[config.mk]
export PLATFORM = sky130hd
export DESIGN_NAME = hazard_ctrl
export DESIGN_NICKNAME = d
export VERILOG_FILES = /design/src/rtl/hazard_ctrl.sv
export SDC_FILE = /design/constraint.sdc
export NUM_CORES = 1
export LEC_CHECK = 0
export ABC_CLOCK_PERIOD_IN_PS = 3690
export CAP_MARGIN = 30
export CORE_UTILIZATION = 39
export DETAILED_ROUTE_END_ITERATION = 8
export PLACE_DENSITY = 0.9
export RECOVER_POWER = 25
export SYNTH_ARGS = -nofsm -noshare
export SYNTH_HDL_FRONTEND = slang
export SYNTH_SLANG_ARGS = --single-unit
export TNS_END_PERCENT = 10
[constraint.sdc]
create_clock -name clk -period 3.69 [get_ports clk]
set_clock_uncertainty 0.2 [all_clocks]
set_input_delay 1.107 -clock clk [delete_from_list [all_inputs] [get_ports clk]]
set_output_delay 1.107 -clock clk [all_outputs]
set_load 0.005 [all_outputs]
[src/rtl/hazard_ctrl.sv]
`default_nettype none
// ============================================================================
// Module   : hazard_ctrl
// Brief    : 5-stage MIPS hazard controller: load-use stalls, branch flushes,
//            data-memory wait states and EX-stage forwarding selects.
//            Optional macro HAZARD_PERF_CNT_EN adds saturating perf counters.
// Revision : 1.0
// ============================================================================
module hazard_ctrl #(
   parameter int REG_ADDR_W      = 5,
   parameter int LU_STALL_CYCLES = 1
`ifdef HAZARD_PERF_CNT_EN
   ,parameter int CNT_W          = 32
`endif
) (
   input  logic                  clk,
   input  logic                  rst,
   input  logic [REG_ADDR_W-1:0] ifid_rs,
   input  logic [REG_ADDR_W-1:0] ifid_rt,
   input  logic                  ifid_uses_rt,
   input  logic [REG_ADDR_W-1:0] idex_rs,
   input  logic [REG_ADDR_W-1:0] idex_rt,
   input  logic                  idex_memread,
   input  logic [REG_ADDR_W-1:0] exmem_rd,
   input  logic                  exmem_regwrite,
   input  logic [REG_ADDR_W-1:0] memwb_rd,
   input  logic                  memwb_regwrite,
   input  logic                  ex_branch_taken,
   input  logic                  dmem_req,
   input  logic                  dmem_ready,
   output logic                  pc_write,
   output logic                  ifid_write,
   output logic                  ifid_flush,
   output logic                  idex_bubble,
   output logic                  freeze_back,
   output logic [1:0]            fwd_a,
   output logic [1:0]            fwd_b
`ifdef HAZARD_PERF_CNT_EN
   ,output logic [CNT_W-1:0]     perf_lu_stalls
   ,output logic [CNT_W-1:0]     perf_flushes
   ,output logic [CNT_W-1:0]     perf_mem_waits
`endif
);

   localparam logic [1:0] S_RUN      = 2'd0;
   localparam logic [1:0] S_LU_STALL = 2'd1;
   localparam logic [1:0] S_MEM_WAIT = 2'd2;

   localparam logic [2:0] A_NORMAL   = 3'd0;
   localparam logic [2:0] A_FREEZE   = 3'd1;
   localparam logic [2:0] A_FLUSH    = 3'd2;
   localparam logic [2:0] A_LU_START = 3'd3;
   localparam logic [2:0] A_LU_CONT  = 3'd4;

   localparam logic [2:0] LU_LOAD = 3'(LU_STALL_CYCLES - 1);

   logic [1:0] state_q, state_d;
   logic [2:0] cnt_q, cnt_d;
   logic       flush_pending_q, flush_pending_d;
   logic [2:0] action;
   logic       lu, mem_stall;
   logic [1:0] fwd_a_raw, fwd_b_raw;

   assign lu = idex_memread && (idex_rt != '0) &&
               ((idex_rt == ifid_rs) || (ifid_uses_rt && (idex_rt == ifid_rt)));
   assign mem_stall = dmem_req && !dmem_ready;

   always_comb begin
      fwd_a_raw = 2'b00;
      fwd_b_raw = 2'b00;
      if (exmem_regwrite && (exmem_rd != '0) && (exmem_rd == idex_rs))
         fwd_a_raw = 2'b10;
      else if (memwb_regwrite && (memwb_rd != '0) && (memwb_rd == idex_rs))
         fwd_a_raw = 2'b01;
      if (exmem_regwrite && (exmem_rd != '0) && (exmem_rd == idex_rt))
         fwd_b_raw = 2'b10;
      else if (memwb_regwrite && (memwb_rd != '0) && (memwb_rd == idex_rt))
         fwd_b_raw = 2'b01;
   end

   // The ready cycle of a wait re-enters whichever decision was held off:
   // an owed load-use bubble, a latched branch flush, or a fresh RUN check.
   always_comb begin
      action = A_NORMAL;
      case (state_q)
         S_RUN: begin
            if (mem_stall)            action = A_FREEZE;
            else if (ex_branch_taken) action = A_FLUSH;
            else if (lu)              action = A_LU_START;
            else                      action = A_NORMAL;
         end
         S_LU_STALL: begin
            if (mem_stall) action = A_FREEZE;
            else           action = A_LU_CONT;
         end
         S_MEM_WAIT: begin
            if (!dmem_ready)          action = A_FREEZE;
            else if (cnt_q != 3'd0)   action = A_LU_CONT;
            else if (flush_pending_q) action = A_FLUSH;
            else if (lu)              action = A_LU_START;
            else                      action = A_NORMAL;
         end
         default: action = A_NORMAL;
      endcase
   end

   always_comb begin
      state_d         = state_q;
      cnt_d           = cnt_q;
      flush_pending_d = flush_pending_q;
      case (action)
         A_FREEZE: begin
            state_d = S_MEM_WAIT;
            if ((state_q == S_RUN) && ex_branch_taken)
               flush_pending_d = 1'b1;
         end
         A_FLUSH: begin
            state_d         = S_RUN;
            flush_pending_d = 1'b0;
         end
         A_LU_START: begin
            cnt_d   = LU_LOAD;
            state_d = (LU_LOAD != 3'd0) ? S_LU_STALL : S_RUN;
         end
         A_LU_CONT: begin
            cnt_d   = cnt_q - 3'd1;
            state_d = (cnt_q == 3'd1) ? S_RUN : S_LU_STALL;
         end
         default: state_d = S_RUN;
      endcase
   end

   always_ff @(posedge clk) begin
      if (rst) begin
         state_q         <= S_RUN;
         cnt_q           <= 3'd0;
         flush_pending_q <= 1'b0;
      end else begin
         state_q         <= state_d;
         cnt_q           <= cnt_d;
         flush_pending_q <= flush_pending_d;
      end
   end

   always_comb begin
      pc_write    = 1'b1;
      ifid_write  = 1'b1;
      ifid_flush  = 1'b0;
      idex_bubble = 1'b0;
      freeze_back = 1'b0;
      fwd_a       = fwd_a_raw;
      fwd_b       = fwd_b_raw;
      if (rst) begin
         pc_write    = 1'b0;
         ifid_write  = 1'b0;
         ifid_flush  = 1'b1;
         idex_bubble = 1'b1;
         fwd_a       = 2'b00;
         fwd_b       = 2'b00;
      end else begin
         case (action)
            A_FREEZE: begin
               pc_write    = 1'b0;
               ifid_write  = 1'b0;
               freeze_back = 1'b1;
            end
            A_FLUSH: begin
               ifid_flush  = 1'b1;
               idex_bubble = 1'b1;
            end
            A_LU_START, A_LU_CONT: begin
               pc_write    = 1'b0;
               ifid_write  = 1'b0;
               idex_bubble = 1'b1;
            end
            default: ;
         endcase
      end
   end

`ifdef HAZARD_PERF_CNT_EN
   logic [CNT_W-1:0] perf_lu_q, perf_lu_d;
   logic [CNT_W-1:0] perf_fl_q, perf_fl_d;
   logic [CNT_W-1:0] perf_mw_q, perf_mw_d;

   always_comb begin
      perf_lu_d = perf_lu_q;
      perf_fl_d = perf_fl_q;
      perf_mw_d = perf_mw_q;
      if (((action == A_LU_START) || (action == A_LU_CONT)) && (perf_lu_q != '1))
         perf_lu_d = perf_lu_q + CNT_W'(1);
      if ((action == A_FLUSH) && (perf_fl_q != '1))
         perf_fl_d = perf_fl_q + CNT_W'(1);
      if ((state_q == S_MEM_WAIT) && (perf_mw_q != '1))
         perf_mw_d = perf_mw_q + CNT_W'(1);
   end

   always_ff @(posedge clk) begin
      if (rst) begin
         perf_lu_q <= '0;
         perf_fl_q <= '0;
         perf_mw_q <= '0;
      end else begin
         perf_lu_q <= perf_lu_d;
         perf_fl_q <= perf_fl_d;
         perf_mw_q <= perf_mw_d;
      end
   end

   assign perf_lu_stalls = perf_lu_q;
   assign perf_flushes   = perf_fl_q;
   assign perf_mem_waits = perf_mw_q;
`endif

endmodule
`default_nettype wire

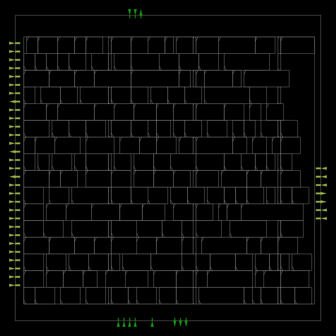
*Placement view*
area of the core: 0.00206 mm2
number of sequential cells in the layout: 6
Rows: 16
post-route insts no fill: 233

==> notes.md <==
Notes on the flow outputs.

- The flow ran to the end, but the final reports show violations.
- The checks that failed: setup timing.
- The beginning of the critical path is ifid_rs[0].
- The cell area power density reads between 150 and 200 mW/mm2.
- The vertical die size is around 50 um.
- The share of power burned in the clock network is 0.191.
- Listed in order, past its start point the critical path passes dlygate4sd2_1 > xnor2_1 > nand3_1 > o22ai_2 > a21boi_2 > buf_4 > nor4_2 > buf_2.
- The terminus of the critical flop-to-flop path reads cnt_q[1].
- Hold analysis shows the worst path with a depth of 2.
- The slowest stage of the critical path belongs to the cell sky130_fd_sc_hd__dlygate4sd2_1.
- The number of antenna violations at the first check in global routing reads 0.
- STA classifies the critical path startpoint as an input pin.
- Per the detail_route log, the uppermost layer with routed signals is met4.
- The depth of the worst register-to-register path reads 8.
- The worst pin sits at a relative slew slack of 0.710.
- Once routing completed, OpenROAD measured the worst setup slack at -214 ps.
- The power report puts the leakage power at 0.832 nW.
- Summed over all routing layers, the global router reports a total usage of 0.365.
- The root buffer cell is sky130_fd_sc_hd__clkbuf_4.
- The placed cell count is between 200 and 250.
- By count the netlist is led by sky130_fd_sc_hd__xnor2_1, sky130_fd_sc_hd__xor2_1, sky130_fd_sc_hd__nor2_1, sky130_fd_sc_hd__nor3_1.
- Setup repair after global routing could not meet its margin everywhere.
- Grouping stages by cell kind, the critical path spends the most delay in buffers and inverters.
- The number of endpoints failing setup at the final stage reads 8.
- The growth of design area from synthesis to finish reads 105%.
- The met3 layer wire length in the routed design is 434 um.
- The number of synthesized register bits is 6.
- Looking at the VDD voltage map, the peak drop is about 0.00015 V.
- For reference, the top cells by area after synthesis are sky130_fd_sc_hd__xnor2_1, sky130_fd_sc_hd__dfxtp_1, sky130_fd_sc_hd__xor2_1.
- The number of vias after detailed routing is 1,430.
- By instance count after routing, the leading logic cell types are sky130_fd_sc_hd__buf_4, sky130_fd_sc_hd__xnor2_1, sky130_fd_sc_hd__dlygate4sd2_1, sky130_fd_sc_hd__buf_2, sky130_fd_sc_hd__buf_6.
- The warning tally printed by Yosys for this design is 0.
- In this run, post-CTS hold repair placed 0 buffers.
- The cell count after synthesis came out at 118.
- The routed wire length is 4960 um.
- The post-synthesis area per instance reads between 7 and 8 um2.
- The critical path maximum fanout is 2.
- The final global-route overflow total is 0.
- The total of max-cap violations reads 0.
- The largest area contributor in the netlist reads sky130_fd_sc_hd__xnor2_1.
- By startpoint and endpoint, the worst setup path is classified as in -> out.
- The share of cells above drive strength 1 reads 0.481.
- The number of optimization iterations in the first detailed-route pass is 4.
- The first global-routing pass estimated 6780 um of wire.
- The synth_stat.txt file lists the number of cells as 118.
- STA reports a reg2reg setup slack of 1220 ps.
- The maximum number of pins on one net before global-route repair reads 12.
- Per the cell usage report, the commonest logic cell in the layout is sky130_fd_sc_hd__buf_4.
- The number of design rule violations left after detail routing reads 0.
- The summed instance area of the synthesized netlist is slightly below 900 um2.
- The deepest level of the CTS H-tree reads 1.
- The number of clock sinks seen by CTS reads 6.
- The total CTS buffers reads 3.
- The placer congestion estimate is 0.889.
- The count of final hold-check violations is 0.
- The total tool warning count reads 31.
- For this configuration, the core starts out at a cell density of 0.431.
- Hold analysis lists the worst path endpoint as flush_pending_q.
- The tally of unique sky130hd cells used after synthesis is 38.
- The die width is roughly 50 um.
- The worst hold slack across all endpoints is 372 ps.
- The net count entering floorplan is 160.
- Per the OpenROAD floorplan log, the area of the die is around 0.0025 mm2.
- The instance area after placement reads 0.00160 mm2.
- The total cell area reported by yosys after synthesis reads 890 um2.
- The OpenROAD report gives the critical path a required time of 2380 ps.
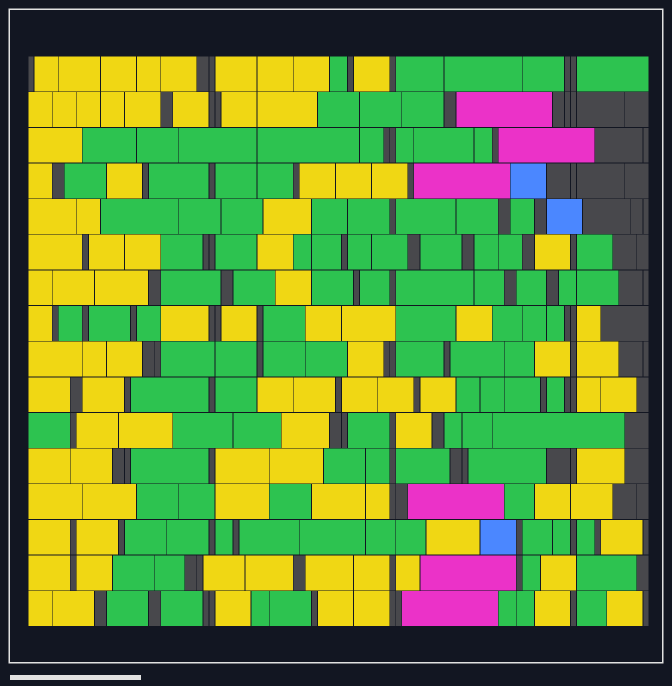
*Cells coloured by class*
Scale bar: 10 um. Fill, decap, tap and diode cells in grey.
Key: remaining buffers and delay cells = yellow [cells 92, share of their area 42%]; clock-net drivers = blue [cells 3, share of their area 1.3%]; remaining logic cells = green [cells 105, share of their area 50%]; sequential cells = magenta [cells 6, share of their area 6.7%]
post-route standard cell area excluding fillers: 0.00182 mm2
flop share of the area: 0.0659

==> flip-flops by register name, indices dropped and copies added (netlist names) <==
register,count
cnt_q,3
state_q,2
flush_pending_q,1
==> area by class of cell <==
type	count	area, um2	area share
multi-input cells	100	883	0.485
clock buffers	3	22.5	0.0124
flip-flops and latches	6	120	0.0659
repair buffers	92	743	0.408
inverters	5	18.8	0.0103
well taps	27	33.8	0.0185
==> power by group through the flow <==
stage,logic [mW],clock network [mW],registers (mW)
2_1_floorplan,0.0586,0,0.0688
3_3_place_gp,0.146,0,0.0691
3_5_place_dp,0.153,0,0.0693
4_1_cts,0.163,0.0631,0.0683
5_1_grt,0.201,0.0644,0.0690
6_report,0.194,0.0620,0.0691
==> kinds of logic after synthesis <==
family / share of synthesized area
AND-OR/OR-AND: 0.138
XOR/XNOR: 0.315
adder cells (fa/ha/maj): 0.0422
buffers and inverters: 0.0689
flip-flops: 0.135
AND/OR/NAND/NOR: 0.301
==> metrics by stage <==
stage	utilization	setup TNS, ps	setup WS [ps]	total power [mW]
2_1_floorplan	-	-13.6	-13.6	0.127
3_3_place_gp	0.775	-5920	-815	0.216
3_5_place_dp	0.775	-6780	-1060	0.222
4_1_cts	0.836	-238	-86.1	0.294
5_1_grt	0.883	-1230	-333	0.334
6_report	0.883	-843	-214	0.325
==> tightest hold or removal path, delay by kind of cell (launching register included) <==
kind	cells	cell delay (ps)
DFF	1	340
and+or+nand+nor	2	180
==> repair_timing <==
item / 4_1_cts / 5_1_grt
pin swaps: 30 / 10
cloned: 0 / 0
resized: 134 / 23
buffers inserted: 10 / 2
endpoints found under the setup margin: 9 / 9
endpoints found under the hold margin: 0 / 0
==> routing by layer <==
metal / up-vias / track usage
li1: 592 / -
met1: 664 / 0.355
met2: 128 / 0.696
met3: 46 / 0.0617
met4: 0 / 0.229
met5: - / 0
Power and IR drop assume default switching activity.
